## src/rtl/binary_window_gen_if.sv

```systemverilog
// Pixel-in / window-out stream bundle for binary_window_gen.
// The master drives pixels and observes windows; the slave is the generator.
interface binary_window_gen_if;
  logic       pixel_valid;
  logic       pixel_bit;
  logic       frame_start;
  logic       window_valid;
  logic [8:0] binary_window;

  modport master (
    output pixel_valid, pixel_bit, frame_start,
    input  window_valid, binary_window
  );

  modport slave (
    input  pixel_valid, pixel_bit, frame_start,
    output window_valid, binary_window
  );
endinterface

```

## src/rtl/binary_window_gen.sv

```systemverilog
// Streaming 3x3 window generator for 1-bit raster images, two line buffers deep.
// Optional BWIN_COORD_EN adds win_x/win_y outputs carrying the window centre.
module binary_window_gen #(
  parameter int IMG_WIDTH  = 640,
  parameter int IMG_HEIGHT = 480
) (
  input  logic                          clk,
  input  logic                          rst_n,
  binary_window_gen_if.slave            pix
`ifdef BWIN_COORD_EN
  ,
  output logic [$clog2(IMG_WIDTH)-1:0]  win_x,
  output logic [$clog2(IMG_HEIGHT)-1:0] win_y
`endif
);

  localparam int XW = $clog2(IMG_WIDTH);
  localparam int YW = $clog2(IMG_HEIGHT);
  localparam logic [XW-1:0] X_MAX = XW'(IMG_WIDTH - 1);
  localparam logic [YW-1:0] Y_MAX = YW'(IMG_HEIGHT - 1);

  logic [XW-1:0] x_q;
  logic [YW-1:0] y_q;
  logic [XW-1:0] cur_x;
  logic [YW-1:0] cur_y;

  // lb0 holds row y-1, lb1 holds row y-2; never reset
  logic lb0 [0:IMG_WIDTH-1];
  logic lb1 [0:IMG_WIDTH-1];
  logic lb0_rd;
  logic lb1_rd;

  // stored columns x-2 (col_l) and x-1 (col_c), packed {bottom, mid, top}
  logic [2:0] col_l;
  logic [2:0] col_c;
  logic       qualify;
  logic [8:0] window_next;

  always_comb begin
    cur_x       = pix.frame_start ? '0 : x_q;
    cur_y       = pix.frame_start ? '0 : y_q;
    lb0_rd      = lb0[cur_x];
    lb1_rd      = lb1[cur_x];
    qualify     = pix.pixel_valid && (cur_x >= XW'(2)) && (cur_y >= YW'(2));
    window_next = {pix.pixel_bit, col_c[2], col_l[2],
                   lb0_rd,        col_c[1], col_l[1],
                   lb1_rd,        col_c[0], col_l[0]};
  end

  always_ff @(posedge clk or negedge rst_n) begin
    if (!rst_n) begin
      x_q <= '0;
      y_q <= '0;
    end else if (pix.pixel_valid) begin
      if (cur_x == X_MAX) begin
        x_q <= '0;
        y_q <= (cur_y == Y_MAX) ? '0 : cur_y + YW'(1);
      end else begin
        x_q <= cur_x + XW'(1);
        y_q <= cur_y;
      end
    end
  end

  // read-before-write: lb1 takes the value lb0 held before this pixel overwrites it
  always_ff @(posedge clk) begin
    if (pix.pixel_valid) begin
      lb1[cur_x] <= lb0_rd;
      lb0[cur_x] <= pix.pixel_bit;
    end
  end

  always_ff @(posedge clk or negedge rst_n) begin
    if (!rst_n) begin
      col_l <= '0;
      col_c <= '0;
    end else if (pix.pixel_valid) begin
      col_l <= col_c;
      col_c <= {pix.pixel_bit, lb0_rd, lb1_rd};
    end
  end

  always_ff @(posedge clk or negedge rst_n) begin
    if (!rst_n) begin
      pix.window_valid  <= 1'b0;
      pix.binary_window <= '0;
    end else begin
      pix.window_valid <= qualify;
      if (qualify) begin
        pix.binary_window <= window_next;
      end
    end
  end

`ifdef BWIN_COORD_EN
  always_ff @(posedge clk or negedge rst_n) begin
    if (!rst_n) begin
      win_x <= '0;
      win_y <= '0;
    end else if (qualify) begin
      win_x <= cur_x - XW'(1);
      win_y <= cur_y - YW'(1);
    end
  end
`endif

endmodule

```

## src/flat_wrapper.sv

```systemverilog
// flat-port wrapper written by rule: the top's interface ports become plain ports
module binary_window_gen_flat 
#(
  parameter int IMG_WIDTH  = 640,
  parameter int IMG_HEIGHT = 480
)
  (clk, rst_n, pix_pixel_valid, pix_pixel_bit, pix_frame_start, pix_window_valid, pix_binary_window);
  binary_window_gen_if pix_i ();
  input  logic clk;
  input  logic rst_n;
  input wire logic [$bits(pix_i.pixel_valid)-1:0] pix_pixel_valid;
  input wire logic [$bits(pix_i.pixel_bit)-1:0] pix_pixel_bit;
  input wire logic [$bits(pix_i.frame_start)-1:0] pix_frame_start;
  output wire logic [$bits(pix_i.window_valid)-1:0] pix_window_valid;
  output wire logic [$bits(pix_i.binary_window)-1:0] pix_binary_window;
  assign pix_i.pixel_valid = pix_pixel_valid;
  assign pix_i.pixel_bit = pix_pixel_bit;
  assign pix_i.frame_start = pix_frame_start;
  assign pix_window_valid = pix_i.window_valid;
  assign pix_binary_window = pix_i.binary_window;
  binary_window_gen #(.IMG_WIDTH(IMG_WIDTH), .IMG_HEIGHT(IMG_HEIGHT)) u_core (.clk(clk), .rst_n(rst_n), .pix(pix_i));
endmodule
```

## config.mk

```make
export PLATFORM = sky130hd
export DESIGN_NAME = binary_window_gen_flat
export DESIGN_NICKNAME = d
export VERILOG_FILES = /design/src/rtl/binary_window_gen_if.sv /design/src/rtl/binary_window_gen.sv /design/src/flat_wrapper.sv
export SDC_FILE = /design/constraint.sdc
export NUM_CORES = 2
export LEC_CHECK = 0
export CAP_MARGIN = 0
export CORE_MARGIN = 2
export CORE_UTILIZATION = 45
export CTS_BUF_LIST = sky130_fd_sc_hd__clkbuf_16
export CTS_CLUSTER_SIZE = 10
export DETAILED_ROUTE_END_ITERATION = 10
export SETUP_SLACK_MARGIN = 0.4
export SYNTH_ARGS = -nofsm -noshare
export SYNTH_HDL_FRONTEND = slang
export SYNTH_SLANG_ARGS = --single-unit
export TNS_END_PERCENT = 5
```

## constraint.sdc

```tcl
create_clock -name clk -period 16.59 [get_ports clk]
set_clock_uncertainty 0.1 [all_clocks]
set_input_delay 1.659 -clock clk [delete_from_list [all_inputs] [get_ports clk]]
set_output_delay 1.659 -clock clk [all_outputs]
set_load 0.03 [all_outputs]
```

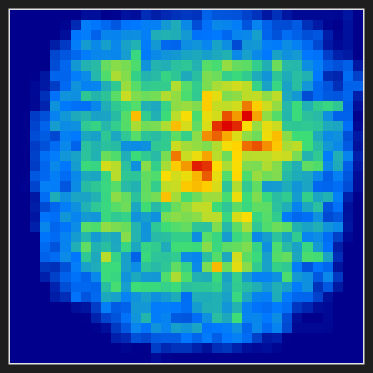
Figure 1: signal metal coverage by tile.
Drawn at 1 px/um. 35 x 35 tiles, from dark blue (low) to red (high), scaled to the fullest tile. Values are wire area over tile area, all layers added.
nearly empty tiles: 20%
fullest tile: 0.80
mean over tiles: 0.24
densest ninth of the die: centre
tiles over half the peak: 20%
emptiest ninth of the die: south-west

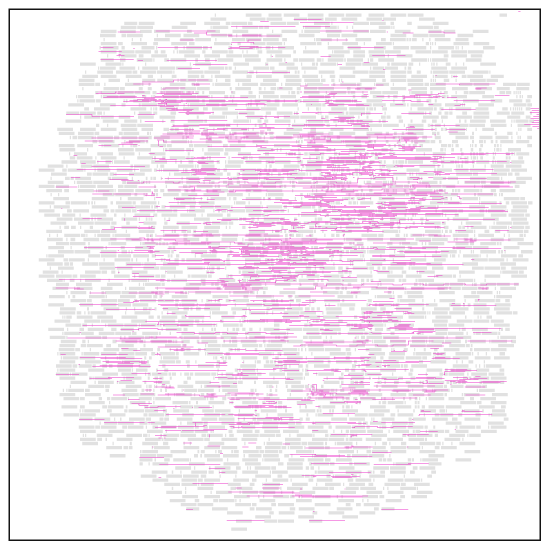
Figure 2: M3 wires.
Drawn at 1.5 px/um. Cells faint in the background.
longest straight run: 125 um
share of all routed wire: 11%
main direction: horizontal
nets with wire on the layer: 468

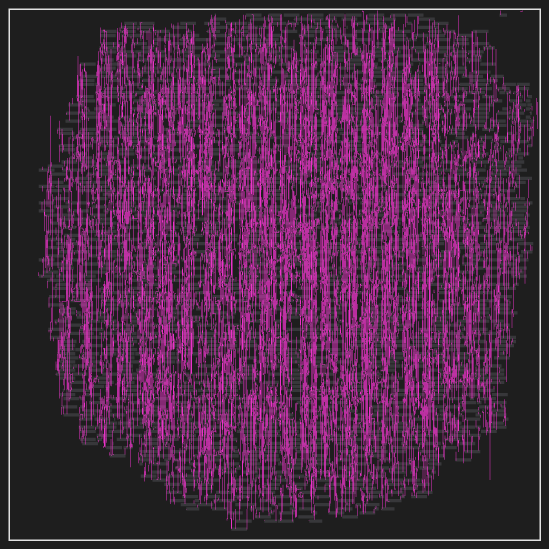
Figure 3: signal wires on met2.
Drawn at 1.5 px/um. Cells faint in the background.
main direction: vertical
share of all routed wire: 45%
nets with wire on the layer: 3,289

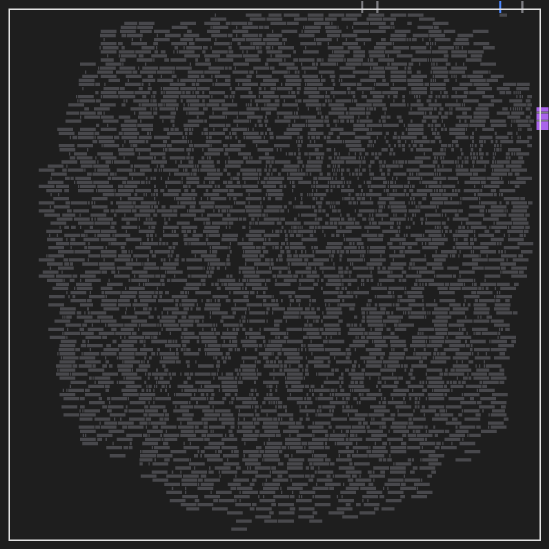
Figure 4: pin map.
Drawn at 1.5 px/um. Pins as bars across the die edge, other pins in grey.
| colour | port | pins | direction | edge |
|---|---|---|---|---|
| blue | `pix_pixel_bit` | 1 | input | north |
| purple | `pix_binary_window` | 9 | output | east |
all pins by edge: 11 east, 4 north

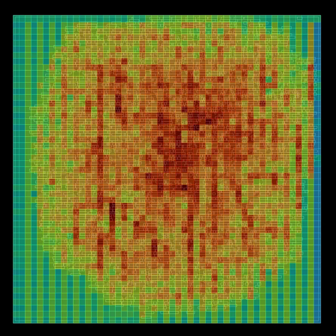
Figure 5: routing congestion map.
met3 GRT Util: 6.40%
Final Util: 50.3%
M1 GR Usage: 39.3%

==> impl_metrics.toml <==
# flow metrics
[detailed_routing]
wl_met3_mm = 19.7
ant_nets = 0
top_layer_used = "met5"
drt-initial-drc-count = 5453
vias = 35600
route.detailed.drc = 0
met1Wirelength_mm = 69.6

[final_timing]
finalHoldViolations = 0
period_used_pct = 52.9
finalMaxSlewViolations = 0
holdWs_ps = 362
period_needed_ps = 8780
timing.fmax_ghz = 0.114
worst_slack_ps = 7810

[synthesis]
synth_nets = 3859
postSynth.asyncResetShare_pct = 2.66
synth-main-ff-cell = "edfxtp_1"
xor_share_pct = 0
common_cells = "1,280 x edfxtp_1, 690 x nor2_1, 246 x mux2i_1"
ys_area_sq_um = 54800

[power]
clock_power_share_pct = 38.0
power_leakage_nw = 19.2
ir_drop_v = 0.000107
pg_comb_mw = 0.972
maxPowerGroup = "registers"
finalPower_mw = 7.81
pwr-share-comb_pct = 12.4

[clock_tree]
insertion_delay_ps = 770
post_cts_resized = 0
clock-sinks = 1315
cts.root.buffer_cell = "clkbuf_16"
cts_tree = "built"
holdBufCountCts = 0
postCtsSetupRepairBufs = 0

[layout]
area_growth_syn_to_layout_pct = 11.2
inverters = 16
flops = 1315
logic_gates = 2210
buffers = 131
layout.nets = 3837
drive_above_1_share_pct = 11.9
mostFrequentLayoutCell = "edfxtp_1"

[worst_hold_path]
worstHoldPathType = "flip-flop to flip-flop"
min_from = "u_core.col_l[0]$_DFFE_PN0P_"
holdPathEnd = "u_core.pix.binary_window[0]$_DFFE_PN0P_"

[place]
io_buffers = 14
dp_slack_ps = 7420
place_congestion = 0.896

[setup_path]
crit_path_start_kind = "input port"
critPathBufInv = 7
rr_startpoint = "u_core.x_q[0]$_DFFE_PN0P_"
path_depth = 15
cp_slowest_cell = "o32ai_1"
r2r_setup_slack_ps = 8330

[run]
drv_cap = 0

[status]
run_status = "complete, no violations"

[grt]
busiest_layer = "met2"

[die]
io_pins = 15
Power figures rest on the tool's default switching activity, not on a simulated workload.
